### I/O nets highlighted

Scale: 2 px per um.
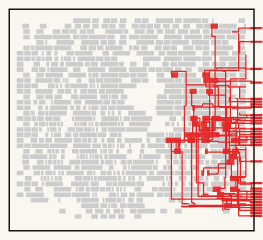
### Routed metal, one colour a layer

Scale: 2 px per um. Two of the layers only.
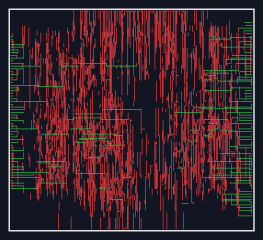
### Pin placement

Scale: 4 px per um. Pins as bars across the die edge, other pins in grey.
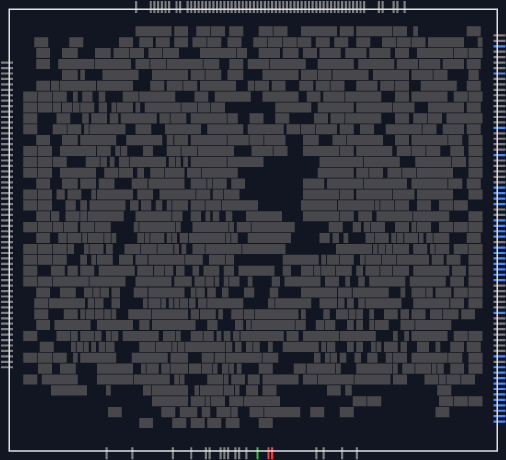
### M2 wires

Scale: 4 px per um.
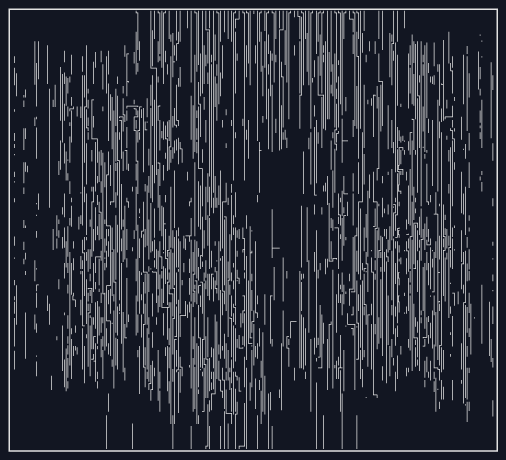
[src/rtl/mem_access_unit.sv]
// Load/store unit between the M-stage register and data memory: decodes the op, drives a
// req/ack memory handshake with timeout, and returns extended load data or an exception code.
module mem_access_unit #(
   parameter int DW      = 32,
   parameter int AW      = 32,
   parameter int TIMEOUT = 15
) (
   input  logic            clk,
   input  logic            reset_n,
   input  logic            req_valid,
   output logic            req_ready,
   input  logic [3:0]      req_op,
   input  logic [AW-1:0]   req_addr,
   input  logic [DW-1:0]   req_wdata,
   output logic            resp_valid,
   output logic [DW-1:0]   resp_data,
   output logic [1:0]      resp_exc,
   output logic            busy,
   output logic            mem_req,
   output logic            mem_we,
   output logic [AW-1:0]   mem_addr,
   output logic [DW/8-1:0] mem_be,
   output logic [DW-1:0]   mem_wdata,
   input  logic            mem_ack,
   input  logic [DW-1:0]   mem_rdata
);

   localparam int BW = DW / 8;
   localparam int OW = $clog2(BW);
   localparam int CW = $clog2(TIMEOUT + 1);

   typedef enum logic [1:0] {IDLE = 2'd0, ACCESS = 2'd1, RESP = 2'd2} state_t;

   state_t        state;
   logic [CW-1:0] wait_cnt;

   logic          op_legal;
   logic          op_sext;
   logic          op_store;
   logic          op_misal;
   logic [1:0]    op_size;
   logic [OW-1:0] req_off;
   logic [BW-1:0] be_base;

   logic [1:0]    size_p1;
   logic          sext_p1;
   logic          store_p1;
   logic [OW-1:0] off_p1;

   // Shift the addressed lane down, then sign- or zero-extend it to the bus width.
   function automatic logic [DW-1:0] ld_extend(input logic [DW-1:0] rdata,
                                               input logic [OW-1:0] off,
                                               input logic [1:0]    size,
                                               input logic          sext);
      logic [DW-1:0]      lane;
      logic signed [7:0]  b;
      logic signed [15:0] h;
      logic signed [31:0] w;
      lane = rdata >> {off, 3'b000};
      b    = signed'(lane[7:0]);
      h    = signed'(lane[15:0]);
      w    = signed'(lane[31:0]);
      case (size)
         2'd0:    ld_extend = sext ? DW'(b) : DW'(lane[7:0]);
         2'd1:    ld_extend = sext ? DW'(h) : DW'(lane[15:0]);
         2'd2:    ld_extend = sext ? DW'(w) : DW'(lane[31:0]);
         default: ld_extend = lane;
      endcase
   endfunction

   always_comb begin
      op_legal = 1'b1;
      op_sext  = 1'b0;
      op_size  = 2'd0;
      op_store = req_op[3];
      case (req_op)
         4'd0:    op_sext = 1'b1;
         4'd1:    op_size = 2'd0;
         4'd2:    begin op_size = 2'd1; op_sext = 1'b1; end
         4'd3:    op_size = 2'd1;
         4'd4:    begin op_size = 2'd2; op_sext = 1'b1; end
         4'd5:    begin op_size = 2'd2; op_legal = (DW == 64); end
         4'd6:    begin op_size = 2'd3; op_legal = (DW == 64); end
         4'd8:    op_size = 2'd0;
         4'd9:    op_size = 2'd1;
         4'd10:   op_size = 2'd2;
         4'd11:   begin op_size = 2'd3; op_legal = (DW == 64); end
         default: op_legal = 1'b0;
      endcase

      case (op_size)
         2'd0:    op_misal = 1'b0;
         2'd1:    op_misal = req_addr[0];
         2'd2:    op_misal = |req_addr[1:0];
         default: op_misal = |req_addr[2:0];
      endcase

      case (op_size)
         2'd0:    be_base = BW'(8'h01);
         2'd1:    be_base = BW'(8'h03);
         2'd2:    be_base = BW'(8'h0F);
         default: be_base = BW'(8'hFF);
      endcase
   end

   assign req_off   = req_addr[OW-1:0];
   assign req_ready = (state == IDLE);
   assign busy      = (state != IDLE);

   // ACCESS-stage copies of the decoded request; pure data, no reset needed.
   always_ff @(posedge clk) begin
      if (state == IDLE && req_valid) begin
         size_p1  <= op_size;
         sext_p1  <= op_sext;
         store_p1 <= op_store;
         off_p1   <= req_off;
      end
   end

   always_ff @(posedge clk or negedge reset_n) begin
      if (!reset_n) begin
         state      <= IDLE;
         wait_cnt   <= '0;
         mem_req    <= 1'b0;
         mem_we     <= 1'b0;
         mem_addr   <= '0;
         mem_be     <= '0;
         mem_wdata  <= '0;
         resp_valid <= 1'b0;
         resp_data  <= '0;
         resp_exc   <= 2'b00;
      end else begin
         case (state)
            IDLE: begin
               resp_valid <= 1'b0;
               resp_data  <= '0;
               resp_exc   <= 2'b00;
               if (req_valid) begin
                  if (!op_legal) begin
                     state      <= RESP;
                     resp_valid <= 1'b1;
                     resp_exc   <= 2'b10;
                  end else if (op_misal) begin
                     state      <= RESP;
                     resp_valid <= 1'b1;
                     resp_exc   <= 2'b01;
                  end else begin
                     state     <= ACCESS;
                     wait_cnt  <= '0;
                     mem_req   <= 1'b1;
                     mem_we    <= op_store;
                     mem_addr  <= {req_addr[AW-1:OW], {OW{1'b0}}};
                     mem_be    <= be_base << req_off;
                     mem_wdata <= req_wdata << {req_off, 3'b000};
                  end
               end
            end
            ACCESS: begin
               // An ack arriving on the final wait cycle takes priority over the timeout.
               if (mem_ack) begin
                  state      <= RESP;
                  mem_req    <= 1'b0;
                  mem_we     <= 1'b0;
                  resp_valid <= 1'b1;
                  resp_exc   <= 2'b00;
                  resp_data  <= store_p1 ? '0 : ld_extend(mem_rdata, off_p1, size_p1, sext_p1);
               end else if (wait_cnt == CW'(TIMEOUT - 1)) begin
                  state      <= RESP;
                  mem_req    <= 1'b0;
                  mem_we     <= 1'b0;
                  resp_valid <= 1'b1;
                  resp_exc   <= 2'b11;
                  resp_data  <= '0;
               end else begin
                  wait_cnt <= wait_cnt + CW'(1);
               end
            end
            RESP: begin
               state      <= IDLE;
               resp_valid <= 1'b0;
               resp_data  <= '0;
               resp_exc   <= 2'b00;
            end
            default: state <= IDLE;
         endcase
      end
   end

endmodule

[config.mk]
export PLATFORM = sky130hd
export DESIGN_NAME = mem_access_unit
export DESIGN_NICKNAME = d
export VERILOG_FILES = /design/src/rtl/mem_access_unit.sv
export SDC_FILE = /design/constraint.sdc
export NUM_CORES = 1
export LEC_CHECK = 0
export CORE_ASPECT_RATIO = 0.9
export CORE_MARGIN = 3
export CORE_UTILIZATION = 49
export DETAILED_ROUTE_END_ITERATION = 16
export PLACE_DENSITY = 0.86
export SLEW_MARGIN = 15
export SYNTH_ARGS = -nofsm -noshare
export SYNTH_HDL_FRONTEND = slang
export SYNTH_SLANG_ARGS = --single-unit
[constraint.sdc]
create_clock -name clk -period 5.8 [get_ports clk]
set_input_delay 1.45 -clock clk [delete_from_list [all_inputs] [get_ports clk]]
set_output_delay 1.45 -clock clk [all_outputs]
set_load 0.05 [all_outputs]
==> Slide: Implementation Results <==
Run Summary

Timing
  • Cycle use final: 0.740
  • Final tally of max-slew violations: 0
  • Transition time of the tightest slew-check pin: 995 ps
  • Post-route clock skew: 10.1 ps
  • Maximum operating frequency: 0.233 GHz

Clock tree
  • Cts repair resizes: 0
  • Worst skew pair latency: 400 ps
  • Number of H-tree branching levels: 4
  • Number of buffers inserted during clock tree synthesis: 17
  • Hold-fix buffers, CTS: 0

Placed design
  • Routability cong.: 0.894

Global route
  • Met2 Track Usage GR: 0.436
  • Pin count of the biggest net entering global routing: 69

Die
  • Horizontal die dimension: 122 um
  • Total number of placement rows: 37
  • Well Taps: 156

Final layout
  • Flip-flop and latch area: 2910 um^2
  • Comb gate area: 2690 um^2
  • Most frequent standard cell in the layout excluding fill and tap cells: sky130_fd_sc_hd__clkdlybuf4s50_1
  • Multi-input combinational cell count: 342
  • Fraction of area in multi-input gates: 0.313
  • Number of sequential storage elements: 115
  • Number of signal-net inverters in the final layout: 19
  • Sequential portion of the cell area: 0.338

Job
  • Reported max-cap violation count: 0
  • Count of tool warnings: 29

Routing
  • Amount of wire on met2 after detailed routing: 8620 um
  • Routed WL per cell: 19.9 um
  • Antenna-violating nets left: 0
  • Total Wirelength: 17400 um
  • Met1 wire length: 7280 um
  • Violation count after the first detailed-route iteration: 461

Synthesis
  • Average size of a mapped cell: 11.4 um^2
  • Post-synthesis cell count: 516
  • Seq share, synth: 0.493
  • Yosys warning count: 0
  • Cell Area, Synth: 5890 um^2

Power and ir drop
  • Part of the power in combinational logic: 0.486
  • Clk pwr: 0.00109 W
  • Static power due to leakage: 3.64 nW
  • Sequential Power: 0.00127 W

Critical path
  • Launch instance of the worst register-to-register path: state[1]$_DFFE_PN0P_
  • Start point of the critical path: state[0]$_DFFE_PN0P_
  • Crit path buf inv count: 3
  • Critical path depth: 4

Status
  • Result of the run: finished, final reports clean
## Picture notes: 'I/O nets highlighted'
`mem_rdata`: shown in red, direction input, edge east, end cells 40, buffers 32, wire 1670 um.
I/O Pins: 211
count of input and output buffers: 208

## Picture notes: 'Routed metal, one colour a layer'
metal 3: shown in green, wire length 1270 um. metal 2: shown in red, wire length 8620 um.

## Picture notes: 'Pin placement'
`resp_exc`: shown in red, pins 2, direction output, edge south. `resp_valid`: shown in green, pins 1, direction output, edge south. `mem_rdata`: shown in blue, pins 32, direction input, edge east.

## Picture notes: 'M2 wires'
The layer carries 8620 um of wire. The wires run mostly vertical. 750 nets have wire on it. The longest straight run is 53.2 um. The layer holds 49% of the routed length.

==> metrics by stage <==
step           power, W  hold WS [ps]  std cells  instance area [um^2]
2_1_floorplan   0.00271           489        517                  5900
3_3_place_gp    0.00343           466        845                  7970
3_5_place_dp    0.00347           470        845                  7970
4_1_cts         0.00459           482        877                  8580
5_1_grt         0.00475           507        877                  8590
6_report        0.00458           484        877                  8590
==> Yosys cell counts (all sizes together) (2+ instances only) <==
master	instances
clkbuf	15
a211oi	11
nor3b	2
o2111a	2
nand2	40
o21bai	3
nor2b	13
dfrtp	109
mux2i	31
o21ai	40
inv	18
a21oi	27
and2	2
a31oi	3
and3	2
a221o	16
ha	5
nor3	2
nand2b	4
buf	26
o22ai	2
edfxtp	6
nand3b	3
o22a	3
nor2	25
mux2	67
o211ai	3
a22o	9
nand4	9
Power is estimated from default activity; no workload was simulated.
